==> config.mk <==
export PLATFORM = sky130hd
export DESIGN_NAME = mem_phase_ctrl_flat
export DESIGN_NICKNAME = d
export VERILOG_FILES = /design/src/rtl/mem_phase_pkg.sv /design/src/rtl/mem_phase_ctrl_if.sv /design/src/rtl/mem_req_hold.sv /design/src/rtl/mem_phase_ctrl.sv /design/src/flat_wrapper.sv
export SDC_FILE = /design/constraint.sdc
export NUM_CORES = 1
export LEC_CHECK = 0
export CAP_MARGIN = 15
export CORE_UTILIZATION = 40
export DETAILED_ROUTE_END_ITERATION = 8
export GPL_TIMING_DRIVEN = 1
export PLACE_DENSITY = 0.83
export SETUP_SLACK_MARGIN = 0.4
export SYNTH_ARGS = -nofsm -noshare
export SYNTH_HDL_FRONTEND = slang
export SYNTH_HIERARCHICAL = 1
export SYNTH_SLANG_ARGS = --single-unit
==> constraint.sdc <==
create_clock -name clk -period 2.4 [get_ports clk]
set_input_delay 0.24 -clock clk [delete_from_list [all_inputs] [get_ports clk]]
set_output_delay 0.24 -clock clk [all_outputs]
set_load 0.05 [all_outputs]
==> src/rtl/mem_phase_pkg.sv <==
// mem_phase_pkg: shared phase encodings, default widths and the held-request record
// for the four-phase memory sequencer.
package mem_phase_pkg;

    localparam int          ADDR_W_DEF   = 16;
    localparam int          DATA_W_DEF   = 16;
    localparam logic [15:0] RESET_PC_DEF = 16'h0000;

    typedef enum logic [1:0] {
        P_I1 = 2'd0,
        P_I2 = 2'd1,
        P_D  = 2'd2,
        P_W  = 2'd3
    } phase_e;

    typedef struct packed {
        logic                  we;
        logic [ADDR_W_DEF-1:0] addr;
        logic [DATA_W_DEF-1:0] wdata;
    } hold_req_t;

endpackage

==> src/rtl/mem_phase_ctrl_if.sv <==
// mem_phase_ctrl_if: core-side load/store request and response handshake.
interface mem_phase_ctrl_if
    import mem_phase_pkg::*;
#(
    parameter int ADDR_W = ADDR_W_DEF,
    parameter int DATA_W = DATA_W_DEF
);
    logic              req_valid;
    logic              req_ready;
    logic              req_we;
    logic [ADDR_W-1:0] req_addr;
    logic [DATA_W-1:0] req_wdata;
    logic              rsp_valid;
    logic [DATA_W-1:0] rsp_rdata;

    modport master (
        output req_valid, req_we, req_addr, req_wdata,
        input  req_ready, rsp_valid, rsp_rdata
    );

    modport slave (
        input  req_valid, req_we, req_addr, req_wdata,
        output req_ready, rsp_valid, rsp_rdata
    );
endinterface

==> src/rtl/mem_req_hold.sv <==
// mem_req_hold: single-entry request holding register; ready while empty,
// cleared when the sequencer issues the held request.
module mem_req_hold
    import mem_phase_pkg::*;
#(
    parameter type req_t = hold_req_t
) (
    input  logic clk,
    input  logic rst_n,
    input  logic req_valid_i,
    input  req_t req_i,
    input  logic issue_i,
    output logic req_ready_o,
    output logic hold_valid_o,
    output req_t held_o
);
    logic valid_q, valid_d, accept;
    req_t req_q, req_d;

    assign accept       = req_valid_i & ~valid_q;
    assign req_ready_o  = ~valid_q;
    assign hold_valid_o = valid_q;
    assign held_o       = req_q;

    always_comb begin
        valid_d = accept | (valid_q & ~issue_i);
        req_d   = accept ? req_i : req_q;
    end

    always_ff @(posedge clk or negedge rst_n) begin
        if (!rst_n) begin
            valid_q <= 1'b0;
            req_q   <= '0;
        end else begin
            valid_q <= valid_d;
            req_q   <= req_d;
        end
    end
endmodule

==> src/rtl/mem_phase_ctrl.sv <==
// mem_phase_ctrl: four-phase (I1, I2, D, W) block-RAM sequencer with one-entry core request path.
// Define MEM_STORE_ACK_EN to make stores also pulse rsp_valid.
module mem_phase_ctrl
    import mem_phase_pkg::*;
#(
    parameter int                ADDR_W   = ADDR_W_DEF,
    parameter int                DATA_W   = DATA_W_DEF,
    parameter logic [ADDR_W-1:0] RESET_PC = ADDR_W'(RESET_PC_DEF)
) (
    input  logic                 clk,
    input  logic                 rst_n,
    input  logic                 en,
    input  logic [ADDR_W-1:0]    pc1,
    input  logic [ADDR_W-1:0]    pc2,
    mem_phase_ctrl_if.slave      core,
    output logic                 instr_valid,
    output logic [1:0]           phase,
    output logic                 i1re,
    output logic                 i2re,
    output logic                 dre,
    output logic                 gwe,
    output logic [ADDR_W-1:0]    i1addr,
    output logic [ADDR_W-1:0]    i2addr,
    output logic [ADDR_W-1:0]    daddr,
    output logic [DATA_W-1:0]    din,
    output logic                 dwe,
    input  logic [DATA_W-1:0]    mem_dout
);
`ifdef MEM_STORE_ACK_EN
    localparam logic STORE_ACK = 1'b1;
`else
    localparam logic STORE_ACK = 1'b0;
`endif

    typedef struct packed {
        logic              we;
        logic [ADDR_W-1:0] addr;
        logic [DATA_W-1:0] wdata;
    } req_t;

    phase_e            phase_q;
    logic [ADDR_W-1:0] i1addr_q, i2addr_q;
    logic              pend_q, pend_ld_q, rsp_valid_q;
    logic [DATA_W-1:0] rsp_rdata_q;
    logic              run, hold_valid, issue, frame_end;
    req_t              req_in, held;

    // Strobes are forced low while reset is asserted, not just gated by en.
    assign run         = en & rst_n;
    assign i1re        = run & (phase_q == P_I1);
    assign i2re        = run & (phase_q == P_I2);
    assign dre         = run & (phase_q == P_D);
    assign gwe         = run & (phase_q == P_W);
    assign instr_valid = dre;
    assign phase       = phase_q;
    assign frame_end   = en & (phase_q == P_W);
    assign issue       = dre & hold_valid;
    assign dwe         = issue & held.we;
    assign daddr       = held.addr;
    assign din         = held.wdata;
    assign i1addr      = i1addr_q;
    assign i2addr      = i2addr_q;
    assign req_in      = {core.req_we, core.req_addr, core.req_wdata};
    assign core.rsp_valid = rsp_valid_q;
    assign core.rsp_rdata = rsp_rdata_q;

    mem_req_hold #(.req_t(req_t)) u_hold (
        .clk          (clk),
        .rst_n        (rst_n),
        .req_valid_i  (core.req_valid),
        .req_i        (req_in),
        .issue_i      (issue),
        .req_ready_o  (core.req_ready),
        .hold_valid_o (hold_valid),
        .held_o       (held)
    );

    always_ff @(posedge clk or negedge rst_n) begin
        if (!rst_n) begin
            phase_q     <= P_I1;
            i1addr_q    <= RESET_PC;
            i2addr_q    <= RESET_PC;
            pend_q      <= 1'b0;
            pend_ld_q   <= 1'b0;
            rsp_valid_q <= 1'b0;
            rsp_rdata_q <= '0;
        end else begin
            rsp_valid_q <= 1'b0;
            if (en)
                phase_q <= phase_e'(phase_q + 2'd1);
            if (frame_end) begin
                i1addr_q <= pc1;
                i2addr_q <= pc2;
            end
            // mem_dout holds its value while dre is low, so capture may wait for en.
            if (issue) begin
                pend_q    <= STORE_ACK | ~held.we;
                pend_ld_q <= ~held.we;
            end else if (frame_end && pend_q) begin
                pend_q      <= 1'b0;
                rsp_valid_q <= 1'b1;
                if (pend_ld_q)
                    rsp_rdata_q <= mem_dout;
            end
        end
    end
endmodule

==> src/flat_wrapper.sv <==
// flat-port wrapper written by rule: the top's interface ports become plain ports
module mem_phase_ctrl_flat import mem_phase_pkg::*;
#(
    parameter int                ADDR_W   = ADDR_W_DEF,
    parameter int                DATA_W   = DATA_W_DEF,
    parameter logic [ADDR_W-1:0] RESET_PC = ADDR_W'(RESET_PC_DEF)
)
  (clk, rst_n, en, pc1, pc2, instr_valid, phase, i1re, i2re, dre, gwe, i1addr, i2addr, daddr, din, dwe, mem_dout, core_req_valid, core_req_we, core_req_addr, core_req_wdata, core_req_ready, core_rsp_valid, core_rsp_rdata);
  mem_phase_ctrl_if #(.ADDR_W(ADDR_W), .DATA_W(DATA_W)) core_i ();
  input  logic clk;
  input  logic rst_n;
  input  logic en;
  input  logic [ADDR_W-1:0] pc1;
  input  logic [ADDR_W-1:0] pc2;
  output logic instr_valid;
  output logic [1:0] phase;
  output logic i1re;
  output logic i2re;
  output logic dre;
  output logic gwe;
  output logic [ADDR_W-1:0] i1addr;
  output logic [ADDR_W-1:0] i2addr;
  output logic [ADDR_W-1:0] daddr;
  output logic [DATA_W-1:0] din;
  output logic dwe;
  input  logic [DATA_W-1:0] mem_dout;
  input wire logic [$bits(core_i.req_valid)-1:0] core_req_valid;
  input wire logic [$bits(core_i.req_we)-1:0] core_req_we;
  input wire logic [$bits(core_i.req_addr)-1:0] core_req_addr;
  input wire logic [$bits(core_i.req_wdata)-1:0] core_req_wdata;
  output wire logic [$bits(core_i.req_ready)-1:0] core_req_ready;
  output wire logic [$bits(core_i.rsp_valid)-1:0] core_rsp_valid;
  output wire logic [$bits(core_i.rsp_rdata)-1:0] core_rsp_rdata;
  assign core_i.req_valid = core_req_valid;
  assign core_i.req_we = core_req_we;
  assign core_i.req_addr = core_req_addr;
  assign core_i.req_wdata = core_req_wdata;
  assign core_req_ready = core_i.req_ready;
  assign core_rsp_valid = core_i.rsp_valid;
  assign core_rsp_rdata = core_i.rsp_rdata;
  mem_phase_ctrl #(.ADDR_W(ADDR_W), .DATA_W(DATA_W), .RESET_PC(RESET_PC)) u_core (.clk(clk), .rst_n(rst_n), .en(en), .pc1(pc1), .pc2(pc2), .core(core_i), .instr_valid(instr_valid), .phase(phase), .i1re(i1re), .i2re(i2re), .dre(dre), .gwe(gwe), .i1addr(i1addr), .i2addr(i2addr), .daddr(daddr), .din(din), .dwe(dwe), .mem_dout(mem_dout));
endmodule
floorplan.png
The bar under the picture is 20 um long. Pins as bars on the die edge. Tap cells in grey.
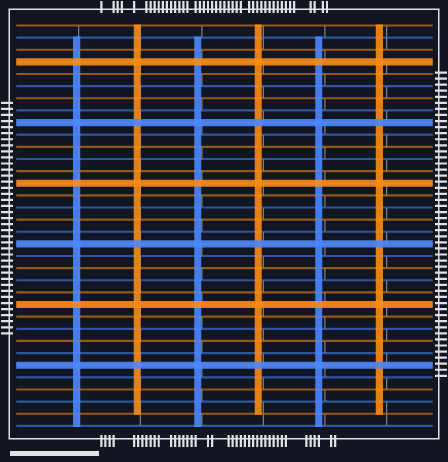
legend:
  blue:
    net: VSS
  orange:
    net: VDD
met5 straps: 6
rows: 33
signal pins: 175
met1 rails: 34
tap cells: 105

class_map.png
The bar under the picture is 20 um long.
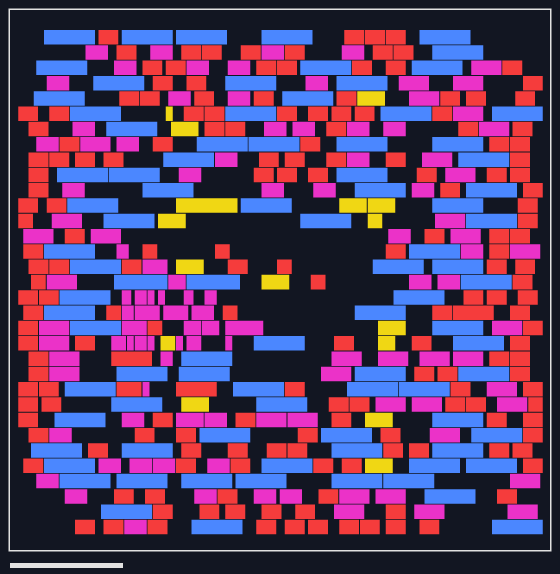
legend:
  red:
    class: remaining buffers and delay cells
    cells: 181
  yellow:
    class: clock drivers and dummy loads
    cells: 16
  blue:
    class: registers
    cells: 87
  magenta:
    class: remaining logic cells
    cells: 108

clock_wires.png
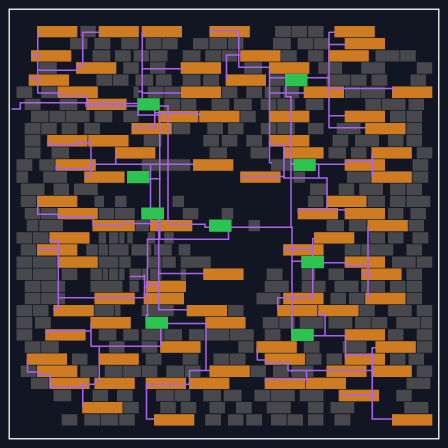
legend:
  green:
    item: clock-net drivers
    count: 9
  orange:
    item: flip-flops
    count: 87
  purple:
    item: clock wires
    length: 1030 um
flops lie: spread over the die

==> flow_summary.json <==
{
  "rows": 33,
  "root_buffer": "clkbuf_8",
  "synth_area_per_cell_sq_um": 17.2,
  "largest_register_ffs": 33,
  "grt_max_degree": 58,
  "slowest_stage": "dfrtp_2",
  "ys_sh_aoi_pct": 0.815,
  "synth_cells": 205,
  "required_ns": 2.16,
  "critPathMaxFanout": 5,
  "wire_per_inst_um": 16.5,
  "synth.logic.top_family": "multiplexers",
  "grt_pass1_wl_mm": 12.5,
  "finalWeightedCongestion": 0.663,
  "end_kind": "primary output",
  "drive_above_1_share_pct": 29.3,
  "fmax_ghz": 0.533,
  "cts_tree": "built",
  "clockBufferDepth": 2,
  "rsz0062_at_grt": "no",
  "slowest_delay_ns": 0.45,
  "warnings": 29,
  "nNetsFinal": 476,
  "worstPathArrival_ns": 1.63,
  "grt_antenna_before_repair": 0,
  "hold_viol": 0,
  "ys_sh_xor_pct": 0.248,
  "drcViolationCount": 0,
  "worst_pin_slew_ns": 0.720,
  "maxCapViolations": 0,
  "startpoint_type": "flip-flop",
  "p_per_area_nw_per_um2": 1490,
  "io_pins": 175,
  "design.core.area_sq_um": 8380,
  "topCellsByArea": "dfrtp_1 62%, mux2_4 17%, mux2_2 13%",
  "cpMostUsedCell": "inv_1",
  "critPathKind": "reg2out",
  "htreeDepth": 3,
  "ys_seq_share_pct": 61.7,
  "status": "finished clean",
  "grt_overflow_total": 0,
  "r2r_cells": 6,
  "clk-insertion-delay-late_ns": 0.35,
  "worst_slack_ns": 0.525,
  "path_cells": "inv_1 -> ha_1 -> nand4_1 -> inv_1 -> and2_1 -> buf_12",
  "ys_area_sq_um": 3530,
  "yosysUniqueCellTypes": 24,
  "fin_crit_sh_pct": 78.1,
  "drtIter0Drc": 34,
  "hpwl_mm": 5.82,
  "tns_ns": 0,
  "whs_ns": 0.447,
  "slew_viol_final": 0,
  "cts_sinks": 87,
  "io_buffer_count": 174,
  "max-slew-margin-rel_pct": 52.0,
  "hold_path_class": "in2async",
  "die_w_um": 96.0,
  "ys_sh_adder_pct": 1.42,
  "die_h_um": 96.0,
  "fp_util_pct": 42.1,
  "dr.pass1.iters": 4,
  "diodes": 0,
  "grt_usage_pct": 18.1,
  "routed_wl_mm": 8.21,
  "syn_nets": 294,
  "ys_ff": 87,
  "vdd_ir_drop_max_mv": 0.863,
  "grt_pass1_vias": 2471,
  "vias": 2366,
  "ant_nets": 0,
  "finalSetupViolCount": 0,
  "top_cell_area_share_pct": 61.7,
  "yosysWarnings": 6,
  "period_needed_ns": 1.87,
  "place_ws_ns": 0.377,
  "top_area_cell": "dfrtp_1",
  "yosys.area_share.simple_pct": 2.80,
  "skew_ns": 0.00908,
  "clk_pin_slew_ns": 0.09,
  "power_mw": 8.37,
  "mux_share_pct": 30.0,
  "netlist_area_sq_um": 3530,
  "yosysCellCount": 205,
  "p_leak_nw": 2.49,
  "cts_inserted_buffers": 9,
  "dieArea_sq_um": 9210,
  "viasPerCell": 4.76,
  "synthToLayoutAreaGrowth_pct": 58.8
}
## what timing repair did
action | CTS | global route
buffers inserted | 0 | 1
endpoints found under the hold margin | 30 | 0
resized | 0 | 1
setup endpoints to repair | 0 | 2
hold buffers | 2 | 0
## power by group
| part | total, mW | switching (mW) | internal (mW) |
|---|---|---|---|
| Clock | 1.05 | 0.514 | 0.541 |
| Sequential | 2.47 | 0.360 | 2.11 |
| Combinational | 4.85 | 2.93 | 1.92 |
| Total | 8.37 | 3.81 | 4.57 |
## Yosys cell counts
master,instances
ha_1,4
a31o_2,1
inv_1,4
nand2_4,1
and4_1,1
mux2_4,39
buf_2,3
buf_6,5
o21ai_0,1
xor2_1,1
and2_1,1
buf_4,1
dfrtp_1,87
nand2_1,2
nor3b_4,1
and3_1,4
nand3_1,1
o21bai_1,1
buf_8,1
nor2b_1,1
a21o_1,1
mux2_2,42
nand4_1,1
nor2_1,1
## per-layer routing
layer,share of wire (%),global-route usage [%]
met5,0,0
met4,2.2,8.33
met3,8.1,5.21
met2,49,29.9
met1,41,21.9
## path summary, 6_finish.rpt
check	slack, ns	end	startpoint
max	0.53	dwe	u_core/phase[0]$_DFFE_PN0P_
min	0.45	u_core/i1addr[4]$_DFFE_PN0P_	rst_n
max reg2reg	0.60	u_core/core.rsp_rdata[4]$_DFFE_PN0P_	u_core/phase[0]$_DFFE_PN0P_
min reg2reg	0.49	u_core/pend_ld_q$_DFFE_PN0P_	u_core/pend_ld_q$_DFFE_PN0P_
max in group asynchronous	1.23	u_core/u_hold/held_o[9]$_DFFE_PN0P_	rst_n
min in group clk	0.49	u_core/pend_ld_q$_DFFE_PN0P_	u_core/pend_ld_q$_DFFE_PN0P_
## layout by cell type (no fill, tap or decap), types with 2 or more instances in the layout
master / instances
clkinvlp_4: 2
and3_1: 4
inv_1: 4
mux2_4: 39
mux2_2: 42
clkbuf_8: 11
clkdlybuf4s50_1: 166
buf_4: 10
dfrtp_2: 2
buf_12: 3
ha_1: 4
nand2_1: 2
dfrtp_1: 85
## cell families (layout without fill, tap and decap cells)
| logic type | after synthesis | in the layout |
|---|---|---|
| AND/OR/NAND/NOR | 14 | 14 |
| multiplexers | 81 | 81 |
| adder cells (fa/ha/maj) | 4 | 4 |
| buffers and inverters | 14 | 201 |
| AND-OR/OR-AND | 4 | 4 |
| XOR/XNOR | 1 | 1 |
| flip-flops | 87 | 87 |
## worst max-delay path, delay by kind of cell, from the launching register on
family | cells | cell delay (ns)
flops | 1 | 0.45
fa+ha+maj | 1 | 0.20
buf+inv | 3 | 0.34
simple gates | 2 | 0.29
## per-stage QoR
| stage | instance area [sq um] | cells | util [%] |
|---|---|---|---|
| 2_1_floorplan | 3530 | 205 | - |
| 3_3_place_gp | 5360 | 478 | 63.9 |
| 3_5_place_dp | 5360 | 478 | 63.9 |
| 4_1_cts | 5600 | 496 | 66.8 |
| 5_1_grt | 5610 | 497 | 66.9 |
| 6_report | 5610 | 497 | 66.9 |
## cell type report
type	instances	area (sq um)
well taps	105	131
flip-flops and latches	87	2180
clock buffers	12	155
repair buffers	181	1820
clock inverters	4	53.8
fillers	627	2780
multi-input cells	104	1250
inverters	4	15.0
Power and IR drop assume default switching activity.
